$ cat config.mk
export PLATFORM = sky130hd
export DESIGN_NAME = dram_frame_reader_flat
export DESIGN_NICKNAME = d
export VERILOG_FILES = /design/src/rtl/dram_reader_pkg.sv /design/src/rtl/dram_frame_reader_if.sv /design/src/rtl/dram_burst_len_calc.sv /design/src/rtl/dram_frame_reader.sv /design/src/flat_wrapper.sv
export SDC_FILE = /design/constraint.sdc
export NUM_CORES = 1
export LEC_CHECK = 0
export CORE_MARGIN = 8
export CORE_UTILIZATION = 46
export DETAILED_ROUTE_END_ITERATION = 8
export GPL_TIMING_DRIVEN = 0
export PLACE_DENSITY = 0.78
export SYNTH_ARGS = -nofsm -noshare
export SYNTH_HDL_FRONTEND = slang
export SYNTH_SLANG_ARGS = --single-unit
$ cat constraint.sdc
create_clock -name clk -period 4.9 [get_ports clk]
set_input_delay 0.98 -clock clk [delete_from_list [all_inputs] [get_ports clk]]
set_output_delay 0.98 -clock clk [all_outputs]
set_load 0.01 [all_outputs]
$ cat src/rtl/dram_reader_pkg.sv
// Shared types and AXI constants for the DRAM frame reader.
// Build option: DRAM_READER_STATS_EN adds burst/word statistics counters to the top.
package dram_reader_pkg;

    typedef enum logic [1:0] {
        ST_IDLE = 2'd0,
        ST_AR   = 2'd1,
        ST_R    = 2'd2
    } state_t;

    localparam logic [2:0] AXI_SIZE_4B    = 3'b010;
    localparam logic [1:0] AXI_BURST_INCR = 2'b01;
    localparam logic [1:0] AXI_RESP_OKAY  = 2'b00;
    localparam int         BOUNDARY_4K    = 4096;

endpackage

$ cat src/rtl/dram_frame_reader_if.sv
// AXI4 read-channel bundle (AR + R) between the frame reader and the DRAM interconnect.
// Handshake: a transfer happens on the rising edge where valid && ready; the source holds payload stable while valid && !ready.
interface dram_frame_reader_if #(
    parameter int ADDR_WIDTH = 32
);
    logic [ADDR_WIDTH-1:0] araddr;
    logic [7:0]            arlen;
    logic [2:0]            arsize;
    logic [1:0]            arburst;
    logic                  arvalid;
    logic                  arready;
    logic [31:0]           rdata;
    logic [1:0]            rresp;
    logic                  rlast;
    logic                  rvalid;
    logic                  rready;

    modport master (
        output araddr, arlen, arsize, arburst, arvalid, rready,
        input  arready, rdata, rresp, rlast, rvalid
    );

    modport slave (
        input  araddr, arlen, arsize, arburst, arvalid, rready,
        output arready, rdata, rresp, rlast, rvalid
    );
endinterface

$ cat src/rtl/dram_burst_len_calc.sv
// Next burst length: min(words remaining, MAX_BURST, words left before the next 4 KiB boundary).
module dram_burst_len_calc
    import dram_reader_pkg::*;
#(
    parameter int MAX_BURST = 64
) (
    input  logic [31:0] remain,
    input  logic [9:0]  word_off,
    output logic [8:0]  len
);
    logic [10:0] room_words;
    logic [8:0]  cap;

    always_comb begin
        // word_off is the word index inside the 4 KiB page, so room is 1..1024 words
        room_words = 11'(BOUNDARY_4K / 4) - {1'b0, word_off};
        cap        = (room_words < 11'(MAX_BURST)) ? room_words[8:0] : 9'(MAX_BURST);
        len        = (remain < {23'd0, cap}) ? remain[8:0] : cap;
    end
endmodule

$ cat src/rtl/dram_frame_reader.sv
// Reads read_num words of a frame buffer over AXI4 INCR bursts and streams them out on buf_dout/buf_we.
// Build option: DRAM_READER_STATS_EN adds stat_bursts/stat_words outputs.
module dram_frame_reader
    import dram_reader_pkg::*;
#(
    parameter int                    ADDR_WIDTH  = 32,
    parameter int                    MAX_BURST   = 64,
    parameter logic [ADDR_WIDTH-1:0] FRAME0_BASE = '0,
    parameter logic [ADDR_WIDTH-1:0] FRAME1_BASE = ADDR_WIDTH'(32'h0080_0000)
) (
    input  logic        clk,
    input  logic        rst_n,
    input  logic        kick,
    input  logic [31:0] read_num,
    input  logic [31:0] read_addr,
    input  logic        frame_select,
    output logic        busy,
    output logic        err,
    output logic [31:0] buf_dout,
    output logic        buf_we,
`ifdef DRAM_READER_STATS_EN
    output logic [31:0] stat_bursts,
    output logic [31:0] stat_words,
`endif
    output state_t      state_dbg,
    dram_frame_reader_if.master m_axi
);
    logic [1:0]            rst_pipe;
    logic                  rst_i_n;
    state_t                state, state_nxt;
    logic [ADDR_WIDTH-1:0] addr;
    logic [ADDR_WIDTH-1:0] base_sel;
    logic [31:0]           remain;
    logic [8:0]            len_calc, burst_len, beat_cnt, beat_num;
    logic                  start, ar_hs, r_hs, burst_end, beat_bad;
    logic                  unused_addr_lsb;

    // Assertion is immediate; release is aligned to clk
    always_ff @(posedge clk or negedge rst_n) begin
        if (!rst_n) rst_pipe <= 2'b00;
        else        rst_pipe <= {rst_pipe[0], 1'b1};
    end
    assign rst_i_n = rst_pipe[1];

    assign unused_addr_lsb = &{1'b0, read_addr[1:0]};

    assign start     = (state == ST_IDLE) && kick && (read_num != 32'd0);
    assign ar_hs     = m_axi.arvalid && m_axi.arready;
    assign r_hs      = m_axi.rvalid && m_axi.rready;
    assign burst_end = r_hs && m_axi.rlast;
    assign beat_num  = beat_cnt + 9'd1;
    assign beat_bad  = (m_axi.rresp != AXI_RESP_OKAY) || (m_axi.rlast != (beat_num == burst_len));
    assign base_sel  = frame_select ? FRAME1_BASE : FRAME0_BASE;

    dram_burst_len_calc #(.MAX_BURST(MAX_BURST)) u_len_calc (
        .remain   (remain),
        .word_off (addr[11:2]),
        .len      (len_calc)
    );

    always_ff @(posedge clk or negedge rst_i_n) begin
        if (!rst_i_n) state <= ST_IDLE;
        else          state <= state_nxt;
    end

    always_comb begin
        state_nxt = state;
        case (state)
            ST_IDLE: if (start) state_nxt = ST_AR;
            ST_AR:   if (ar_hs) state_nxt = ST_R;
            ST_R:    if (burst_end) state_nxt = (remain == 32'(burst_len)) ? ST_IDLE : ST_AR;
            default: state_nxt = ST_IDLE;
        endcase
    end

    assign m_axi.arvalid = (state == ST_AR);
    assign m_axi.araddr  = addr;
    assign m_axi.arlen   = m_axi.arvalid ? 8'(len_calc - 9'd1) : 8'd0;
    assign m_axi.arsize  = AXI_SIZE_4B;
    assign m_axi.arburst = AXI_BURST_INCR;
    assign m_axi.rready  = (state == ST_R);
    assign busy          = (state != ST_IDLE);
    assign state_dbg     = state;

    always_ff @(posedge clk or negedge rst_i_n) begin
        if (!rst_i_n) begin
            addr      <= '0;
            remain    <= '0;
            burst_len <= '0;
            beat_cnt  <= '0;
            err       <= 1'b0;
            buf_we    <= 1'b0;
            buf_dout  <= '0;
        end else begin
            buf_we <= r_hs;
            if (r_hs) buf_dout <= m_axi.rdata;
            if (start) begin
                addr   <= base_sel + ADDR_WIDTH'({read_addr[31:2], 2'b00});
                remain <= read_num;
                err    <= 1'b0;
            end
            if (ar_hs) begin
                burst_len <= len_calc;
                beat_cnt  <= '0;
            end
            if (r_hs) begin
                beat_cnt <= beat_num;
                if (beat_bad) err <= 1'b1;
            end
            // Advance by the requested length even if the slave ended the burst early
            if (burst_end) begin
                addr   <= addr + ADDR_WIDTH'({burst_len, 2'b00});
                remain <= remain - 32'(burst_len);
            end
        end
    end

`ifdef DRAM_READER_STATS_EN
    always_ff @(posedge clk or negedge rst_i_n) begin
        if (!rst_i_n) begin
            stat_bursts <= '0;
            stat_words  <= '0;
        end else begin
            stat_bursts <= stat_bursts + 32'(ar_hs);
            stat_words  <= stat_words + 32'(buf_we);
        end
    end
`endif
endmodule

$ cat src/flat_wrapper.sv
// flat-port wrapper written by rule: the top's interface ports become plain ports
module dram_frame_reader_flat import dram_reader_pkg::*;
#(
    parameter int                    ADDR_WIDTH  = 32,
    parameter int                    MAX_BURST   = 64,
    parameter logic [ADDR_WIDTH-1:0] FRAME0_BASE = '0,
    parameter logic [ADDR_WIDTH-1:0] FRAME1_BASE = ADDR_WIDTH'(32'h0080_0000)
)
  (clk, rst_n, kick, read_num, read_addr, frame_select, busy, err, buf_dout, buf_we, state_dbg, m_axi_araddr, m_axi_arlen, m_axi_arsize, m_axi_arburst, m_axi_arvalid, m_axi_rready, m_axi_arready, m_axi_rdata, m_axi_rresp, m_axi_rlast, m_axi_rvalid);
  dram_frame_reader_if #(.ADDR_WIDTH(ADDR_WIDTH)) m_axi_i ();
  input  logic clk;
  input  logic rst_n;
  input  logic kick;
  input  logic [31:0] read_num;
  input  logic [31:0] read_addr;
  input  logic frame_select;
  output logic busy;
  output logic err;
  output logic [31:0] buf_dout;
  output logic buf_we;
  output state_t state_dbg;
  output wire logic [$bits(m_axi_i.araddr)-1:0] m_axi_araddr;
  output wire logic [$bits(m_axi_i.arlen)-1:0] m_axi_arlen;
  output wire logic [$bits(m_axi_i.arsize)-1:0] m_axi_arsize;
  output wire logic [$bits(m_axi_i.arburst)-1:0] m_axi_arburst;
  output wire logic [$bits(m_axi_i.arvalid)-1:0] m_axi_arvalid;
  output wire logic [$bits(m_axi_i.rready)-1:0] m_axi_rready;
  input wire logic [$bits(m_axi_i.arready)-1:0] m_axi_arready;
  input wire logic [$bits(m_axi_i.rdata)-1:0] m_axi_rdata;
  input wire logic [$bits(m_axi_i.rresp)-1:0] m_axi_rresp;
  input wire logic [$bits(m_axi_i.rlast)-1:0] m_axi_rlast;
  input wire logic [$bits(m_axi_i.rvalid)-1:0] m_axi_rvalid;
  assign m_axi_araddr = m_axi_i.araddr;
  assign m_axi_arlen = m_axi_i.arlen;
  assign m_axi_arsize = m_axi_i.arsize;
  assign m_axi_arburst = m_axi_i.arburst;
  assign m_axi_arvalid = m_axi_i.arvalid;
  assign m_axi_rready = m_axi_i.rready;
  assign m_axi_i.arready = m_axi_arready;
  assign m_axi_i.rdata = m_axi_rdata;
  assign m_axi_i.rresp = m_axi_rresp;
  assign m_axi_i.rlast = m_axi_rlast;
  assign m_axi_i.rvalid = m_axi_rvalid;
  dram_frame_reader #(.ADDR_WIDTH(ADDR_WIDTH), .MAX_BURST(MAX_BURST), .FRAME0_BASE(FRAME0_BASE), .FRAME1_BASE(FRAME1_BASE)) u_core (.clk(clk), .rst_n(rst_n), .kick(kick), .read_num(read_num), .read_addr(read_addr), .frame_select(frame_select), .busy(busy), .err(err), .buf_dout(buf_dout), .buf_we(buf_we), .state_dbg(state_dbg), .m_axi(m_axi_i));
endmodule
**Pin placement**

Pins as bars across the die edge, other pins in gray.
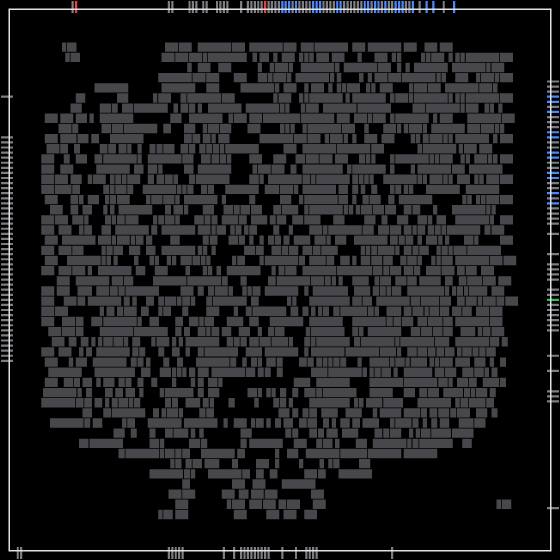
- blue: m_axi_rdata (pins 32; direction input; edge 21 north, 11 east)
- green: m_axi_rready (pins 1; direction output; edge east)
- red: m_axi_arburst (pins 2; direction output; edge north)
- all pins by edge: 68 north, 50 east, 46 west, 25 south

**Logic cells by family**

Bar = 50 um.
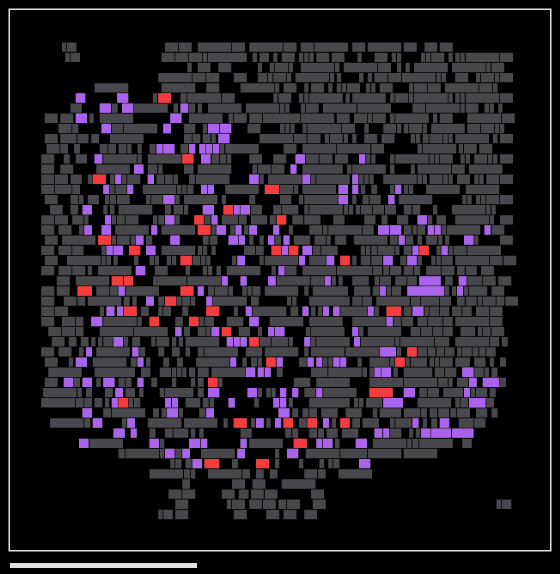
- purple: aoi and oai cells (cells 187; most used o21ai_0)
- red: non-inverting ao/oa cells (cells 40; most used o21a_1)

==> results.py <==
# Physical implementation metrics
metrics = {
    "placed_design": {
        "placed_area_um2": 9758,
    },
    "routing": {
        "vias_per_cell": 5.924,
        "wl_met2_um": 12980,
        "wl_per_cell_um": 20.05,
    },
    "sta": {
        "timing.fmax_ghz": 0.1875,
        "fin_hold_ws_ns": 0.3455,
        "hold_viol_final": 0,
        "finalWorstSetupSlack_ns": -0.4341,
        "setup_viol": 6,
        "slew_headroom_pct": 19.82,
        "min_period_over_period_pct": 108.9,
    },
    "hold_path": {
        "hold_path_depth": 0,
        "hold_start": "u_core.rst_pipe[0]",
        "whs_endpoint": "u_core.rst_pipe[1]",
    },
    "clocking": {
        "post-cts-setup-buffer-count": 19,
        "clock_latency_ns": 0.43,
        "cts_max_level": 4,
    },
    "grt": {
        "grt_pass1_wl_um": 43040,
        "top_usage_layer": "met2",
    },
    "yosys": {
        "yosysWarnings": 0,
        "numSynthFlops": 118,
        "adder_share_pct": 5.625,
        "syn_area_per_cell_um2": 8.341,
    },
    "status": {
        "outcome": "finished with violations",
        "violations": "setup timing",
    },
    "worst_setup_path": {
        "end_kind": "output port",
        "cpMaxStageDelayCell": "or4b_4",
        "worst-r2r-cell-count": 17,
        "reg2reg_to": "u_core.burst_len[3]",
    },
    "finish": {
        "fin_cells": 1380,
        "design_area_um2": 10750,
        "sh_comb_area_pct": 42.18,
        "num-nets-final": 1285,
        "nMultiInputCombCells": 725,
    },
    "power": {
        "powerDensity_nw_per_um2": 622.6,
        "internal-power_mw": 3.833,
        "power_leader": "combinational cells",
    },
    "floorplan": {
        "die_w_um": 144.6,
        "ioPinCount": 189,
        "num_rows": 47,
    },
}
**Sequential cells grouped by signal name**

Bar = 50 um. Other sequential cells in the stronger gray, the rest of the logic in the fainter gray.
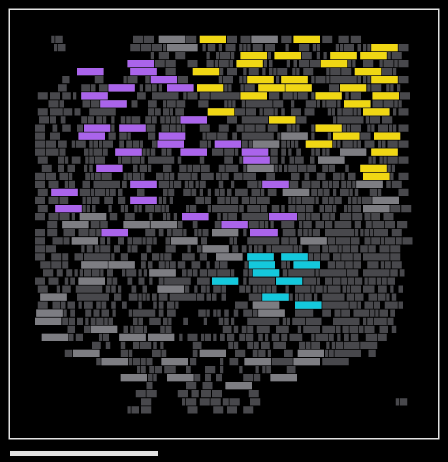
- yellow: u_core.buf_dout (sequential cells 32)
- cyan: u_core.burst_len (sequential cells 9)
- purple: u_core.m_axi.araddr (sequential cells 30)
- not colored: 47

Power and IR drop assume default switching activity.
